$ cat src/rtl/acc_ctrl.sv
// acc_ctrl: sequencer that fetches 9-bit {op,imm} words over the imem handshake.
// It moves operands to and from dmem, drives the external accumulator alu, owns
// acc_q and the z/n flags, and resolves jumps and branches.
// Optional feature: define ACC_CTRL_PERF_EN to add the cyc_cnt/ins_cnt
// performance counter ports. When it is undefined, the ports and logic are absent.
module acc_ctrl #(
    parameter int PC_W     = 8,
    parameter int PROG_LEN = 64
) (
    input  logic            clk,
    input  logic            rst_n,
    input  logic            start,
    output logic            done,
    output logic            imem_req,
    output logic [PC_W-1:0] imem_addr,
    input  logic [8:0]      imem_rdata,
    input  logic            imem_valid,
    output logic            dmem_req,
    output logic            dmem_we,
    output logic [4:0]      dmem_addr,
    output logic [7:0]      dmem_wdata,
    input  logic [7:0]      dmem_rdata,
    input  logic            dmem_ack,
    output logic [3:0]      alu_op,
    output logic [7:0]      alu_in_a,
    output logic [7:0]      alu_in_acc,
    input  logic [7:0]      alu_acc,
    input  logic            alu_z,
    input  logic            alu_neg,
    output logic [7:0]      acc_q,
    output logic [PC_W-1:0] pc
`ifdef ACC_CTRL_PERF_EN
    ,
    output logic [15:0]     cyc_cnt,
    output logic [15:0]     ins_cnt
`endif
);

    localparam logic [3:0] kNOP = 4'd0,  kLDI = 4'd1,  kADD = 4'd2,  kSUB = 4'd3;
    localparam logic [3:0] kAND = 4'd4,  kXOR = 4'd5,  kMLD = 4'd6,  kLDR = 4'd7;
    localparam logic [3:0] kMST = 4'd8,  kSTR = 4'd9,  kJMP = 4'd10, kBRZ = 4'd11;
    localparam logic [3:0] kBRN = 4'd12, kCLR = 4'd13, kOR  = 4'd14, kNOT = 4'd15;

    localparam logic [PC_W-1:0] PROG_END = PC_W'(PROG_LEN);

    typedef enum logic [2:0] {IDLE, FETCH, DECODE, MEM, EXEC, HALT} state_t;

    state_t          r_state;
    logic [PC_W-1:0] r_pc;
    logic [7:0]      r_acc;
    logic [8:0]      r_ir;
    logic            r_z;
    logic            r_n;
    logic            r_done;
    logic            r_imemReq;
    logic            r_dmemReq;
    logic            r_dmemWe;
    logic [3:0]      r_aluOp;
    logic [7:0]      r_aluInA;

    logic [3:0]      w_op;
    logic [4:0]      w_imm;
    logic            w_isMemRd;
    logic            w_isMemWr;
    logic [PC_W-1:0] w_pcInc;
    logic [PC_W-1:0] w_pcBr;
    logic [PC_W-1:0] w_pcExec;

    assign w_op    = r_ir[8:5];
    assign w_imm   = r_ir[4:0];
    assign w_pcInc = r_pc + PC_W'(1);
    assign w_pcBr  = r_pc + {{(PC_W-5){w_imm[4]}}, w_imm};

    assign done       = r_done;
    assign imem_req   = r_imemReq;
    assign imem_addr  = r_pc;
    assign dmem_req   = r_dmemReq;
    assign dmem_we    = r_dmemWe;
    assign dmem_addr  = w_imm;
    assign dmem_wdata = r_acc;
    assign alu_op     = r_aluOp;
    assign alu_in_a   = r_aluInA;
    assign alu_in_acc = r_acc;
    assign acc_q      = r_acc;
    assign pc         = r_pc;

    // Classify the latched instruction by its dmem traffic
    always_comb begin
        w_isMemRd = 1'b0;
        w_isMemWr = 1'b0;
        case (w_op)
            kADD, kSUB, kAND, kXOR, kMLD, kLDR: w_isMemRd = 1'b1;
            kMST, kSTR:                         w_isMemWr = 1'b1;
            default:                            ;
        endcase
    end

    // Next pc once the EXEC cycle retires: jump, taken branch or plain increment
    always_comb begin
        w_pcExec = w_pcInc;
        case (w_op)
            kJMP:    w_pcExec = {{(PC_W-5){1'b0}}, w_imm};
            kBRZ:    if (r_z) w_pcExec = w_pcBr;
            kBRN:    if (r_n) w_pcExec = w_pcBr;
            default: ;
        endcase
    end

    // Main sequencer; every output is a register, and imem_req is precomputed from the pc being loaded
    always_ff @(posedge clk or negedge rst_n) begin
        if (!rst_n) begin
            r_state   <= IDLE;
            r_pc      <= '0;
            r_acc     <= '0;
            r_ir      <= '0;
            r_z       <= 1'b0;
            r_n       <= 1'b0;
            r_done    <= 1'b0;
            r_imemReq <= 1'b0;
            r_dmemReq <= 1'b0;
            r_dmemWe  <= 1'b0;
            r_aluOp   <= '0;
            r_aluInA  <= '0;
        end else begin
            case (r_state)
                IDLE, HALT: begin
                    if (start) begin
                        r_state   <= FETCH;
                        r_pc      <= '0;
                        r_done    <= 1'b0;
                        r_imemReq <= (PROG_END != '0);
                    end
                end
                FETCH: begin
                    if (r_pc == PROG_END) begin
                        r_state   <= HALT;
                        r_done    <= 1'b1;
                        r_imemReq <= 1'b0;
                    end else if (imem_valid) begin
                        r_ir      <= imem_rdata;
                        r_imemReq <= 1'b0;
                        r_state   <= DECODE;
                    end
                end
                DECODE: begin
                    if (w_isMemRd || w_isMemWr) begin
                        r_state   <= MEM;
                        r_dmemReq <= 1'b1;
                        r_dmemWe  <= w_isMemWr;
                    end else begin
                        r_state  <= EXEC;
                        r_aluOp  <= w_op;
                        r_aluInA <= {3'b000, w_imm};
                    end
                end
                MEM: begin
                    if (dmem_ack) begin
                        r_dmemReq <= 1'b0;
                        r_dmemWe  <= 1'b0;
                        if (r_dmemWe) begin
                            r_pc      <= w_pcInc;
                            r_imemReq <= (w_pcInc != PROG_END);
                            r_state   <= FETCH;
                        end else begin
                            r_aluOp  <= w_op;
                            r_aluInA <= dmem_rdata;
                            r_state  <= EXEC;
                        end
                    end
                end
                EXEC: begin
                    r_aluOp   <= '0;
                    r_aluInA  <= '0;
                    r_pc      <= w_pcExec;
                    r_imemReq <= (w_pcExec != PROG_END);
                    r_state   <= FETCH;
                    case (w_op)
                        kCLR: begin
                            r_z <= 1'b0;
                            r_n <= 1'b0;
                        end
                        kJMP, kBRZ, kBRN, kMST, kSTR: ;
                        default: begin
                            r_acc <= alu_acc;
                            r_z   <= alu_z;
                            r_n   <= alu_neg;
                        end
                    endcase
                end
                default: r_state <= IDLE;
            endcase
        end
    end

`ifdef ACC_CTRL_PERF_EN
    logic [15:0] r_cycCnt;
    logic [15:0] r_insCnt;
    logic        w_startAcc;
    logic        w_busy;
    logic        w_retire;

    assign w_startAcc = start && ((r_state == IDLE) || (r_state == HALT));
    assign w_busy     = (r_state != IDLE) && (r_state != HALT);
    assign w_retire   = (r_state == EXEC) || ((r_state == MEM) && dmem_ack && r_dmemWe);
    assign cyc_cnt    = r_cycCnt;
    assign ins_cnt    = r_insCnt;

    // Saturating busy-cycle and retired-instruction counters, cleared by each accepted start
    always_ff @(posedge clk or negedge rst_n) begin
        if (!rst_n) begin
            r_cycCnt <= '0;
            r_insCnt <= '0;
        end else if (w_startAcc) begin
            r_cycCnt <= '0;
            r_insCnt <= '0;
        end else begin
            if (w_busy && (r_cycCnt != 16'hFFFF))
                r_cycCnt <= r_cycCnt + 16'd1;
            if (w_retire && (r_insCnt != 16'hFFFF))
                r_insCnt <= r_insCnt + 16'd1;
        end
    end
`endif

endmodule

$ cat config.mk
export PLATFORM = sky130hd
export DESIGN_NAME = acc_ctrl
export DESIGN_NICKNAME = d
export VERILOG_FILES = /design/src/rtl/acc_ctrl.sv
export SDC_FILE = /design/constraint.sdc
export NUM_CORES = 1
export LEC_CHECK = 0
export CORE_MARGIN = 2
export CORE_UTILIZATION = 45
export CTS_CLUSTER_SIZE = 16
export DETAILED_ROUTE_END_ITERATION = 8
export PLACE_DENSITY = 0.82
export SLEW_MARGIN = 25
export SYNTH_ARGS = -nofsm -noshare
export SYNTH_HDL_FRONTEND = slang
export SYNTH_SLANG_ARGS = --single-unit
$ cat constraint.sdc
create_clock -name clk -period 3 [get_ports clk]
set_input_delay 0.3 -clock clk [delete_from_list [all_inputs] [get_ports clk]]
set_output_delay 0.3 -clock clk [all_outputs]
set_load 0.02 [all_outputs]
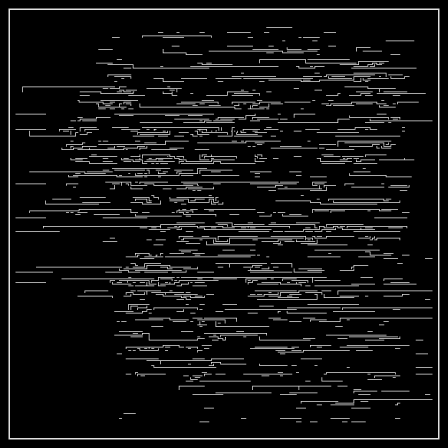
*Signal wires on met1, run 1*
- share of all routed wire: 45%
- wire length on this layer: 3310 µm
Post-Route WL: 7.43 mm
GRT met1 Usage: 29.0%

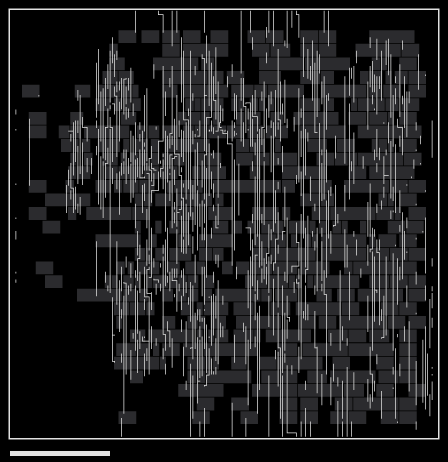
*M2 wires, run 1*
Bar = 20 µm. Cells faint in the background.
- share of all routed wire: 48%
- longest straight run: 33.0 µm
- main direction: vertical
- nets with wire on the layer: 381

==> impl_metrics.csv, run 1 <==
group,metric,value,unit
final_timing,fmax,392,MHz
setup_path,r2r_cells,9,
die,fp_util,46.9,%
setup_path,path_class,"reg -> reg",
die,dieHeight,85.6,µm
routing,detail_route.first_pass.iterations,5,
setup_path,crit_slowest_cell,"dfrtp_1",
routing,final_antenna_net_count,0,
logic_synthesis,ys_area,2990,µm²
routing,drt_iter0_drc,149,
final_timing,finClkSkew,4.17,ps
die,die_w,85.6,µm
run_status,status,"completed",
logic_synthesis,syn_inst,325,
setup_path,cp.arrival,2730,ps
setup_path,rrSetupSlack,450,ps
final_timing,grt_setup_unrepaired,"no",
die,rows,29,
logic_synthesis,yosys_warnings,0,
finish,postLayoutCellArea,3890,µm²
die,die-area,7320,µm²
logic_synthesis,top_cells_by_area,"dfrtp_1 38%, buf_4 7.3%, mux2_2 6.4%",
final_timing,maxSlewViolCount,0,
clock_network,htreeDepth,2,
logic_synthesis,syn_area_per_cell,9.21,µm²
power_and_ir_drop,powerDensity,1200,nW/µm²
power_and_ir_drop,p_leak,1.60,nW
logic_synthesis,yosysCellCount,325,
flow_run,max-cap-violations,0,
placement,gp_congestion,0.912,
logic_synthesis,most_common_cell,"dfrtp_1",
logic_synthesis,netlist.top_cell.by_area,"dfrtp_1",
power_and_ir_drop,ir_worst_vdd,0.697,mV
setup_path,end_kind,"register",
placement,numPortBuffers,92,
setup_path,critPathMaxFanout,6,
final_timing,period_minus_slack,2550,ps
clock_network,cts_tree,"done",
routing,maxUsedRoutingLayer,"met4",
routing,drc_errors,0,
die,core_area,6390,µm²
logic_synthesis,synth-seq-cells,46,
logic_synthesis,synth_nets,368,
final_timing,tns,0,ps
setup_path,r2r_end,"imem_req",
clock_network,clk_latency,300,ps
finish,fillers,539,
clock_network,holdBufCountCts,0,
final_timing,fin_crit_sh,85.1,%
finish,layout_top_cell,"clkdlybuf4s50_1",
clock_network,ctsResizeCount,0,
routing,met2WireLength,3.54,mm
clock_network,cts-root-buf,"clkbuf_8",
setup_path,critPathBufInv,0,
worst_hold_path,hold_path.class,"in -> async",
logic_synthesis,synth_cell_types,55,
final_timing,setup_viol,0,
finish,lay_top_cells,"91 x clkdlybuf4s50_1, 46 x dfrtp_1, 40 x nand2_1",
grt,grt_pass1_vias,2489,
logic_synthesis,async_flop_share,100,%
grt,grt_pass1_wl,12.3,mm
logic_synthesis,synth_area,2990,µm²
placement,place_hpwl,5.57,mm
grt,grt_max_degree,47,
grt,antenna_found_initial,0,
logic_synthesis,common_cells,"46 x dfrtp_1, 40 x nand2_1, 29 x buf_4, 23 x o21ai_0, 19 x a21oi_1",
setup_path,critPathLaunchType,"register",
routing,m1WireLength,3.31,mm
flow_run,warning_count,28,
logic_synthesis,edf_count,0,
setup_path,crit_top_cell,"nor2_1",
final_timing,worst_pin_slew,590,ps
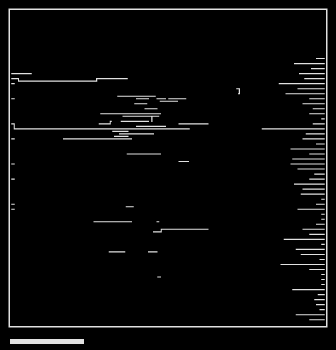
*Metal 3, run 1*
Bar = 20 µm.
- main direction: horizontal
- share of all routed wire: 7.1%
- wire length on this layer: 525 µm
- nets with wire on the layer: 85
- longest straight run: 47.4 µm
met3 Resource Use GR: 3.95%
Via Count: 2644

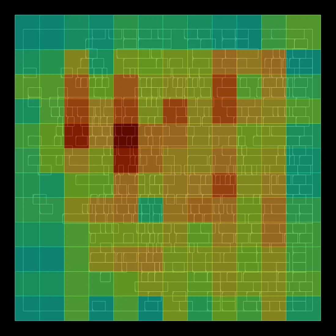
*Routing congestion, run 1*
met2 usage: 34.4%
Util after Layout: 60.9%
Global Route Usage Sum: 20.9%
Most Crowded Layer GR: met2

run 1: power by group:
part	internal, mW	leakage, nW	switching (mW)
logic	1.40	0.979	1.54
registers	0.899	0.570	0.390
clock network	0.249	0.0514	0.212
run 1: flip-flops by register name, summed over array words and instances, names as in the netlist:
register,flops
r_ir,9
acc_q,8
alu_in_a,8
imem_addr,8
alu_op,4
r_state,3
dmem_req,1
dmem_we,1
done,1
imem_req,1
r_n,1
r_z,1
run 1: cell families (layout without fill, tap and decap cells):
kind of cell	count (synthesis)	in the layout	share of synthesized area [%]
buf+inv	47	112	9.74
flops	46	46	38.4
simple gates	99	99	16.3
mux	19	19	7.10
compound gates	88	88	19.2
xor+xnor	15	15	4.39
fa+ha+maj	11	11	4.85
run 1: how the worst max path moves through the flow:
stage	startpoint	end	slack, ps	cells after the start
floorplan	imem_addr[0]	imem_req	490	9
global placement	r_ir[0]	imem_req	510	9
detailed placement	r_ir[0]	imem_req	470	9
CTS	r_ir[0]	imem_req	440	9
global route	r_ir[0]	imem_req	180	9
finish	r_ir[0]	imem_req	450	9
run 1: area by class of cell:
cell class                 count  share of cell area [%]
inverter                       6                   0.579
clock inverter                 2                   0.965
timing repair buffer          98                    24.6
clock buffer                   6                    1.87
multi-input combinational    232                    39.9
tap                           77                    2.48
sequential                    46                    29.6
run 1: metrics by stage:
stage | hold WS [ps] | setup WS (ps) | total power, mW | util [%] | instances
detailed placement | 469 | 471 | 4.23 | 59.1 | 459
global placement | 462 | 509 | 4.12 | 59.0 | 457
global route | 48.1 | 184 | 5.04 | 60.9 | 467
CTS | 219 | 437 | 4.71 | 60.9 | 467
finish | 0.296 | 446 | 4.69 | 60.9 | 467
floorplan | 4.41 | 487 | 3.30 | - | 325
==> run 2, diff against run 1 <==
- CAP_MARGIN: default -> 20
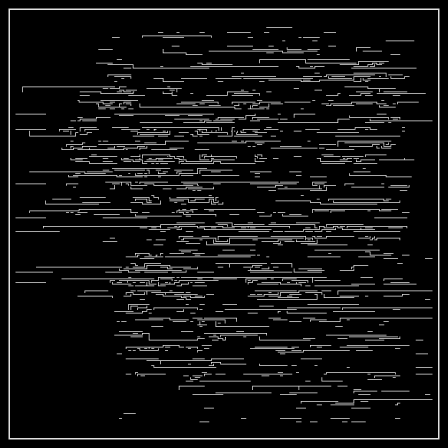
*Signal wires on met1, run 2*
- main direction: horizontal
- nets with wire on the layer: 371
- wire length on this layer: 3310 µm
- longest straight run: 29.0 µm
- share of all routed wire: 45%

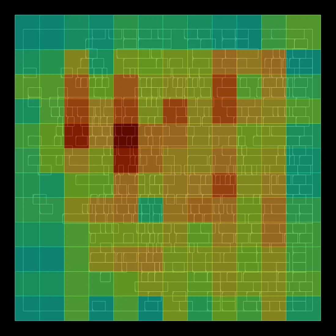
*Routing congestion, run 2*
mean routed wirelength per cell: 15.9 µm

==> run 2 against run 1 <==
Net effect: sequential power about the same; highest routed layer unchanged; register-to-register slack about the same; cell area unchanged; clock power about the same; largest cell class unchanged; first-iteration DRC count unchanged; sequential share of layout area unchanged; routed wire length unchanged; setup slack unchanged; global-route usage unchanged; via count unchanged; clock skew unchanged; maximum frequency unchanged.
==> impl_metrics.csv, run 2 <==
group,metric,value,unit
placement,numPortBuffers,92,
routing,final_antenna_net_count,0,
power_and_ir_drop,power.total,4.69,mW
logic_synthesis,ys_sh_mux,7.10,%
power_and_ir_drop,clkPwrFrac,9.8,%
routing,via_count,2644,
grt,met2_usage,34.4,%
power_and_ir_drop,switchingPower,2.14,mW
logic_synthesis,synth_nets,368,
logic_synthesis,synth_cell_types,55,
grt,grt_pass1_wl,12.3,mm
logic_synthesis,synth-seq-cells,46,
grt,grt_pass1_vias,2489,
power_and_ir_drop,p_int,2.54,mW
logic_synthesis,top_cells_by_area,"dfrtp_1 38%, buf_4 7.3%, mux2_2 6.4%",
final_timing,worst_pin_slew,590,ps
die,core_area,6390,µm²
final_timing,finClkSkew,4.17,ps
clock_network,clk_latency,300,ps
finish,fillers,539,
grt,track_usage,20.9,%
logic_synthesis,syn_inst,325,
routing,drt_iter0_drc,149,
finish,lay_top_cells,"91 x clkdlybuf4s50_1, 46 x dfrtp_1, 40 x nand2_1",
finish,fin_util,60.9,%
power_and_ir_drop,combPwrFrac,62.7,%
die,fp_util,46.9,%
grt,antenna_found_initial,0,
final_timing,grt_setup_unrepaired,"no",
placement,dp_cells,459,
placement,gp_congestion,0.912,
setup_path,cp.arrival,2730,ps
final_timing,tns,0,ps
setup_path,crit_top_cell,"nor2_1",
final_timing,period_minus_slack,2550,ps
flow_run,max-cap-violations,0,
finish,fin_cells,467,
setup_path,path_class,"reg -> reg",
logic_synthesis,ys_area,2990,µm²
die,rows,29,
run_status,status,"completed",
logic_synthesis,yosysCellCount,325,
logic_synthesis,synth_area,2990,µm²
logic_synthesis,xor_area_share,4.39,%
clock_network,ctsResizeCount,0,
power_and_ir_drop,sw_frac_of_total,45.7,%
routing,m1WireLength,3.31,mm
routing,drc_errors,0,
worst_hold_path,hold_path.class,"in -> async",
logic_synthesis,async_flop_share,100,%
logic_synthesis,netlist.top_cell.by_area,"dfrtp_1",
logic_synthesis,most_common_cell,"dfrtp_1",
final_timing,fmax,392,MHz
die,dieHeight,85.6,µm
final_timing,setup_viol,0,
grt,globalRouteMet3Util,3.95,%
setup_path,critPathMaxFanout,6,
grt,global_route.peak_usage_layer,"met2",
final_timing,fin_ws,446,ps
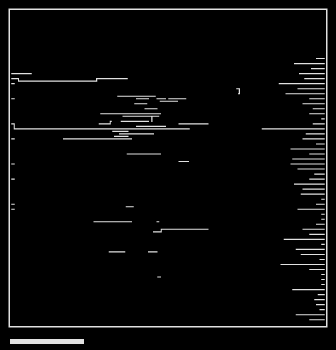
*Metal 3, run 2*
Bar = 20 µm.
- nets with wire on the layer: 85
- longest straight run: 47.4 µm

==> run 2: worst paths after layout <==
| check | start | to | slack [ps] | cells past startpoint |
|---|---|---|---|---|
| worst max register to register | r_ir[0] | imem_req | 450 | 9 |
| min in group clk | alu_in_a[4] | alu_in_a[4] | 490 | 2 |
| worst min-delay path | rst_n | alu_in_a[3] | 0.3 | 1 |
| max in group asynchronous | rst_n | acc_q[7] | 2600 | 1 |
| worst max-delay path | r_ir[0] | imem_req | 450 | 9 |
| worst min register to register | alu_in_a[4] | alu_in_a[4] | 490 | 2 |
==> run 2: cell type report <==
type | instances | share of cell area [%]
Clock buffer | 6 | 1.87
Clock inverter | 2 | 0.965
Timing Repair Buffer | 98 | 24.6
Inverter | 6 | 0.579
Sequential cell | 46 | 29.6
Multi-Input combinational cell | 232 | 39.9
Tap cell | 77 | 2.48
==> run 2: power by group through the flow <==
stage	Combinational (mW)	Sequential, mW	Clock [mW]
after floorplan	1.91	1.38	0
after global placement	2.85	1.27	0
after detailed placement	2.93	1.30	0
after CTS	2.95	1.29	0.467
after global routing	3.19	1.35	0.497
final	2.94	1.29	0.461
==> run 2: worst max-delay path: cells and delay by family (launching register included) <==
kind / cells / cell delay (ps)
AOI/OAI and AO/OA: 3 / 730
xor gates and xnor gates: 1 / 160
adders and majority gates: 2 / 650
DFF: 1 / 460
and+or+nand+nor: 3 / 440
==> run 2: kinds of logic after synthesis <==
| group | Yosys count |
|---|---|
| mux | 19 |
| xor+xnor | 15 |
| flops | 46 |
| simple gates | 99 |
| buf+inv | 47 |
| compound gates | 88 |
| fa+ha+maj | 11 |
Power is estimated from default activity; no workload was simulated.
